`src/rtl/move_extractor_pkg.sv`:
```
// Shared chess types: board/move layout, piece indices, special-move codes and FSM states.
// A board is a set of piece bitboards (any colour) plus a colour mask and both king coordinates.
package move_extractor_pkg;

  localparam int NUM_PIECES = 5;

  typedef logic [2:0] ptype_t;
  localparam ptype_t PIECE_KNIGHT = 3'd0;
  localparam ptype_t PIECE_BISHOP = 3'd1;
  localparam ptype_t PIECE_ROOK   = 3'd2;
  localparam ptype_t PIECE_QUEEN  = 3'd3;
  localparam ptype_t PIECE_PAWN   = 3'd4;
  localparam ptype_t PIECE_KING   = 3'd5;
  localparam ptype_t PIECE_NONE   = 3'd7;

  typedef logic [5:0] coord_t;

  typedef logic [2:0] special_t;
  localparam special_t SPECIAL_UNKNOWN        = 3'd0;
  localparam special_t SPECIAL_CASTLE         = 3'd1;
  localparam special_t SPECIAL_EN_PASSANT     = 3'd2;
  localparam special_t SPECIAL_PROMOTE_KNIGHT = 3'd3;
  localparam special_t SPECIAL_PROMOTE_BISHOP = 3'd4;
  localparam special_t SPECIAL_PROMOTE_ROOK   = 3'd5;
  localparam special_t SPECIAL_PROMOTE_QUEEN  = 3'd6;

  // pieces_w bit = 1 marks a white piece on that square
  typedef struct packed {
    logic [NUM_PIECES-1:0][63:0] pieces;
    logic [63:0]                 pieces_w;
    coord_t                      king_w;
    coord_t                      king_b;
  } pos_t;

  typedef struct packed {
    pos_t       pos;
    logic [7:0] ply;
  } board_t;

  typedef struct packed {
    coord_t   src;
    coord_t   dst;
    special_t special;
  } move_t;

  typedef enum logic [1:0] {IDLE, SCAN, RESOLVE} state_t;

  function automatic special_t promote_code(input ptype_t t);
    case (t)
      PIECE_KNIGHT: return SPECIAL_PROMOTE_KNIGHT;
      PIECE_BISHOP: return SPECIAL_PROMOTE_BISHOP;
      PIECE_ROOK:   return SPECIAL_PROMOTE_ROOK;
      default:      return SPECIAL_PROMOTE_QUEEN;
    endcase
  endfunction

endpackage

```
`src/rtl/move_extractor_diff_row.sv`:
```
// Classifies the 8 squares of one row: mover-owned vanish/appear masks and the
// piece type standing on each square before and after the move.
module move_diff_row
  import move_extractor_pkg::*;
#(
  parameter int NB_PIECES = NUM_PIECES
) (
  input  pos_t             before_i,
  input  pos_t             after_i,
  input  logic             side_i,
  input  logic [2:0]       row_i,
  output logic [7:0]       src_mask_o,
  output logic [7:0]       dst_mask_o,
  output ptype_t [7:0]     before_type_o,
  output ptype_t [7:0]     after_type_o
);

  genvar gi;
  generate
    for (gi = 0; gi < 8; gi++) begin : g_sq
      coord_t               sq;
      logic [NB_PIECES-1:0] hit_b;
      logic [NB_PIECES-1:0] hit_a;
      logic                 own_b;
      logic                 own_a;
      ptype_t               type_b;
      ptype_t               type_a;

      assign sq = {row_i, 3'(gi)};

      genvar pi;
      for (pi = 0; pi < NB_PIECES; pi++) begin : g_pc
        assign hit_b[pi] = before_i.pieces[pi][sq];
        assign hit_a[pi] = after_i.pieces[pi][sq];
      end

      assign own_b = (side_i ? (before_i.king_b == sq) : (before_i.king_w == sq)) ||
                     ((|hit_b) && (before_i.pieces_w[sq] == ~side_i));
      assign own_a = (side_i ? (after_i.king_b == sq) : (after_i.king_w == sq)) ||
                     ((|hit_a) && (after_i.pieces_w[sq] == ~side_i));

      // Lowest piece index wins if a malformed board stacks pieces; kings override.
      always_comb begin
        type_b = PIECE_NONE;
        type_a = PIECE_NONE;
        for (int i = NB_PIECES - 1; i >= 0; i--) begin
          if (hit_b[i]) type_b = 3'(i);
          if (hit_a[i]) type_a = 3'(i);
        end
        if (before_i.king_w == sq || before_i.king_b == sq) type_b = PIECE_KING;
        if (after_i.king_w == sq || after_i.king_b == sq)   type_a = PIECE_KING;
      end

      assign src_mask_o[gi]    = own_b & ~own_a;
      assign dst_mask_o[gi]    = own_a & ~own_b;
      assign before_type_o[gi] = type_b;
      assign after_type_o[gi]  = type_a;
    end
  endgenerate

endmodule

```
`src/rtl/move_extractor.sv`:
```
// Recovers the move played between two board snapshots: scans one row per cycle,
// then resolves candidates into src/dst/special with a fixed 10-cycle latency.
module move_extractor
  import move_extractor_pkg::*;
#(
  parameter int NB_PIECES = NUM_PIECES
) (
  input  logic   clk_in,
  input  logic   rst_in,
  input  board_t before_in,
  input  board_t after_in,
  input  logic   valid_in,
  output logic   ready_out,
  output move_t  move_out,
  output logic   error_out,
  output logic   valid_out
);

  state_t     state_q;
  logic [2:0] row_q;
  pos_t       before_q, after_q;
  logic       side_q;
  logic [1:0] src_cnt_q, src_cnt_d, dst_cnt_q, dst_cnt_d;
  coord_t     src_q, src_d, dst_q, dst_d;
  ptype_t     src_type_q, src_type_d, dst_bt_q, dst_bt_d, dst_at_q, dst_at_d;
  move_t      move_q, move_d;
  logic       error_q, error_d;
  logic       valid_q, ready_q;

  logic [7:0]   src_mask, dst_mask;
  ptype_t [7:0] before_type, after_type;

  // Only the side-to-move bit of the ply counters matters.
  logic unused_ply_bits;
  assign unused_ply_bits = ^{before_in.ply[7:1], after_in.ply};

  move_diff_row #(.NB_PIECES(NB_PIECES)) u_row (
    .before_i      (before_q),
    .after_i       (after_q),
    .side_i        (side_q),
    .row_i         (row_q),
    .src_mask_o    (src_mask),
    .dst_mask_o    (dst_mask),
    .before_type_o (before_type),
    .after_type_o  (after_type)
  );

  always_comb begin
    src_cnt_d  = src_cnt_q;
    dst_cnt_d  = dst_cnt_q;
    src_d      = src_q;
    dst_d      = dst_q;
    src_type_d = src_type_q;
    dst_bt_d   = dst_bt_q;
    dst_at_d   = dst_at_q;
    for (int c = 0; c < 8; c++) begin
      if (src_mask[c]) begin
        if (src_cnt_d != 2'd2) src_cnt_d = src_cnt_d + 2'd1;
        src_d      = {row_q, 3'(c)};
        src_type_d = before_type[c];
      end
      if (dst_mask[c]) begin
        if (dst_cnt_d != 2'd2) dst_cnt_d = dst_cnt_d + 2'd1;
        dst_d    = {row_q, 3'(c)};
        dst_bt_d = before_type[c];
        dst_at_d = after_type[c];
      end
    end
  end

  coord_t     king_src, king_dst;
  logic [3:0] king_col_diff;

  assign king_src      = side_q ? before_q.king_b : before_q.king_w;
  assign king_dst      = side_q ? after_q.king_b  : after_q.king_w;
  assign king_col_diff = {1'b0, king_dst[2:0]} - {1'b0, king_src[2:0]};

  // A king move takes priority so the castling rook's own candidates are ignored.
  always_comb begin
    move_d  = '0;
    error_d = 1'b0;
    if (king_src != king_dst) begin
      move_d.src     = king_src;
      move_d.dst     = king_dst;
      move_d.special = (king_col_diff == 4'd2 || king_col_diff == 4'd14) ?
                       SPECIAL_CASTLE : SPECIAL_UNKNOWN;
    end else if (src_cnt_q == 2'd1 && dst_cnt_q == 2'd1) begin
      move_d.src     = src_q;
      move_d.dst     = dst_q;
      move_d.special = SPECIAL_UNKNOWN;
      if (src_type_q == PIECE_PAWN && dst_at_q <= PIECE_QUEEN) begin
        move_d.special = promote_code(dst_at_q);
      end else if (src_type_q == PIECE_PAWN && src_q[2:0] != dst_q[2:0] &&
                   dst_bt_q == PIECE_NONE) begin
        move_d.special = SPECIAL_EN_PASSANT;
      end
    end else begin
      error_d = 1'b1;
    end
  end

  always_ff @(posedge clk_in or negedge rst_in) begin
    if (!rst_in) begin
      state_q    <= IDLE;
      row_q      <= '0;
      before_q   <= '0;
      after_q    <= '0;
      side_q     <= 1'b0;
      src_cnt_q  <= '0;
      dst_cnt_q  <= '0;
      src_q      <= '0;
      dst_q      <= '0;
      src_type_q <= PIECE_NONE;
      dst_bt_q   <= PIECE_NONE;
      dst_at_q   <= PIECE_NONE;
      move_q     <= '0;
      error_q    <= 1'b0;
      valid_q    <= 1'b0;
      ready_q    <= 1'b1;
    end else begin
      valid_q <= 1'b0;
      case (state_q)
        IDLE: begin
          if (valid_in) begin
            before_q   <= before_in.pos;
            after_q    <= after_in.pos;
            side_q     <= before_in.ply[0];
            src_cnt_q  <= '0;
            dst_cnt_q  <= '0;
            src_q      <= '0;
            dst_q      <= '0;
            src_type_q <= PIECE_NONE;
            dst_bt_q   <= PIECE_NONE;
            dst_at_q   <= PIECE_NONE;
            row_q      <= '0;
            ready_q    <= 1'b0;
            state_q    <= SCAN;
          end
        end
        SCAN: begin
          src_cnt_q  <= src_cnt_d;
          dst_cnt_q  <= dst_cnt_d;
          src_q      <= src_d;
          dst_q      <= dst_d;
          src_type_q <= src_type_d;
          dst_bt_q   <= dst_bt_d;
          dst_at_q   <= dst_at_d;
          row_q      <= row_q + 3'd1;
          if (row_q == 3'd7) state_q <= RESOLVE;
        end
        RESOLVE: begin
          move_q  <= move_d;
          error_q <= error_d;
          valid_q <= 1'b1;
          ready_q <= 1'b1;
          row_q   <= '0;
          state_q <= IDLE;
        end
        default: begin
          ready_q <= 1'b1;
          state_q <= IDLE;
        end
      endcase
    end
  end

  assign ready_out = ready_q;
  assign move_out  = move_q;
  assign error_out = error_q;
  assign valid_out = valid_q;

endmodule

```
`config.mk`:
```
export PLATFORM = sky130hd
export DESIGN_NAME = move_extractor
export DESIGN_NICKNAME = d
export VERILOG_FILES = /design/src/rtl/move_extractor_pkg.sv /design/src/rtl/move_extractor_diff_row.sv /design/src/rtl/move_extractor.sv
export SDC_FILE = /design/constraint.sdc
export NUM_CORES = 1
export LEC_CHECK = 0
export CAP_MARGIN = 20
export CORE_ASPECT_RATIO = 1.5
export CORE_MARGIN = 8
export CORE_UTILIZATION = 30
export DETAILED_ROUTE_END_ITERATION = 10
export GPL_TIMING_DRIVEN = 1
export SLEW_MARGIN = 30
export SYNTH_ARGS = -nofsm -noshare
export SYNTH_HDL_FRONTEND = slang
export SYNTH_HIERARCHICAL = 1
export SYNTH_SLANG_ARGS = --single-unit
```
`constraint.sdc`:
```
create_clock -name clk_in -period 7.55 [get_ports clk_in]
set_clock_uncertainty 0.1 [all_clocks]
set_input_delay 1.8875 -clock clk_in [delete_from_list [all_inputs] [get_ports clk_in]]
set_output_delay 1.8875 -clock clk_in [all_outputs]
set_load 0.03 [all_outputs]
```
layer_met2.png
Scale: 1 px per micron. Cells faint in the background.
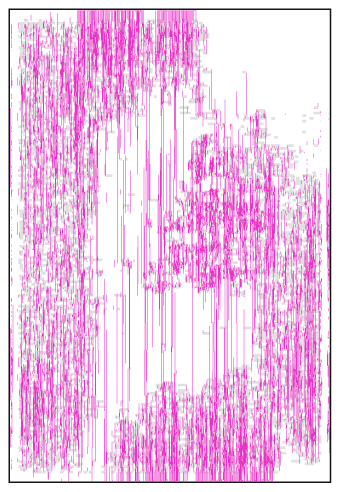
nets with wire on the layer: 4102
longest straight run: 177 microns
final WL: 149900 microns
met2 Use GR: 0.3282
via count: 28.47k

wires.png
Scale: 1 px per micron. Only two layers are drawn.
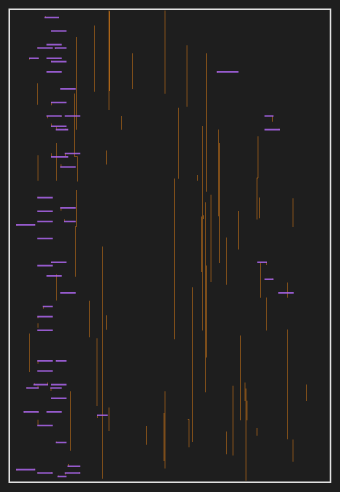
legend:
  purple:
    layer: metal 5
    wire_length: 718 microns
  orange:
    layer: metal 4
    wire_length: 3680 microns
GR Util All Layers: 0.1948
average wire per standard cell: 26.71 microns

detail.png
Region (230, 344) to (250, 364) microns. Cells in grey, sequential cells in the stronger grey; small squares are vias.
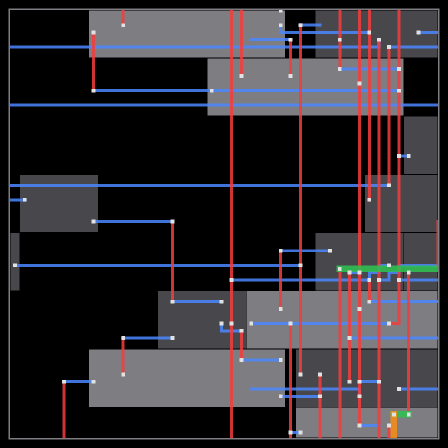
legend:
  blue:
    layer: metal 1
  red:
    layer: metal 2
  green:
    layer: metal 3
  orange:
    layer: metal 4
sequential cells in the window: 5
netlist names of flops here include: after_q (3), before_q (2)
most frequent: dfrtp_1 (5)
cells with their middle in the window: 11

io_fan.png
Scale: 1 px per micron.
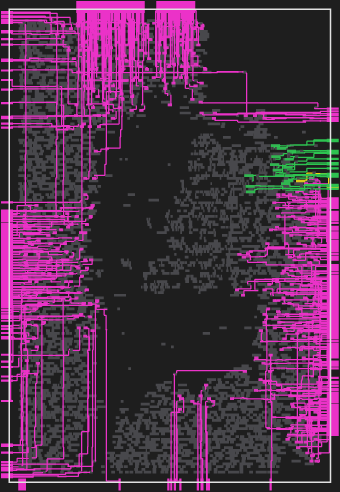
legend:
  magenta:
    port: before_in
    bits: 404
    direction: input
    end_cells: 397
    buffers: 397
    wire: 26.0 mm
  yellow:
    port: valid_out
    bits: 1
    direction: output
    end_cells: 1
    buffers: 1
    wire: 41.9 microns
  green:
    port: move_out
    bits: 15
    direction: output
    end_cells: 15
    buffers: 15
    wire: 813 microns
Port-buffer cells: 813
num ports: 829

==> impl_metrics.ini <==
; flow metrics
[layout]
diodes = 31
finish.instance_area_sq_um = 55110
nFillCells = 12895
sh_comb_area = 0.3520
drive_gt1_frac = 0.3457

[clocking]
cts_root_buf = clkbuf_16

[logic_synthesis]
mappedNetlistNets = 3766
synth.cellmix.xorXnorShare = 0.005908
mux_share = 0.3615
topCombFamilyByArea = multiplexers
synth_cell_types = 77

[critical_path]
worstSetupStartpointType = flop
reg2reg_slack_ns = 0.46
r2r_start = row_q[0]$_DFFE_PN0P_
path_buffers = 3
cpMaxStageDelayCell = dfrtp_4

[power]
combPwrFrac = 0.544
pg_clk_mw = 4.53
power_leader = combinational logic
max-vdd-ir-drop_uv = 336.7
power_density_nw_per_um2 = 516.2
p_total_mw = 28.45
p_seq_mw = 8.43

[hold_path]
hold_class = flop to flop

[floorplan]
initial_core_util = 0.3014
dieArea_sq_um = 150800

[outcome]
status = completed

[job]
log.warning_count = 63

[global_route]
grt_pass1_wl_microns = 217000

[routing]
viasPerCell = 5.073

[timing]
fin_tns_setup_ns = 0
cell usage in the layout (no fill, tap or decap), types with 45 or more instances in the layout:
| master | count |
|---|---|
| clkbuf_16 | 89 |
| a21oi_1 | 45 |
| o21ai_0 | 77 |
| nand2_1 | 107 |
| mux4_2 | 192 |
| mux2i_1 | 119 |
| buf_4 | 77 |
| dfrtp_1 | 827 |
| clkdlybuf4s50_1 | 812 |
| mux2_2 | 838 |
| nor2_1 | 74 |
state kept, by name, indices dropped and copies added, names as in the netlist:
signal      count
move_out       15
before_q      396
after_q       396
dst_bt_q        3
row_q           3
src_type_q      3
error_out       1
dst_cnt_q       2
src_cnt_q       2
valid_out       1
dst_at_q        3
src_q           6
state_q         2
side_q          1
dst_q           6
ready_out       1
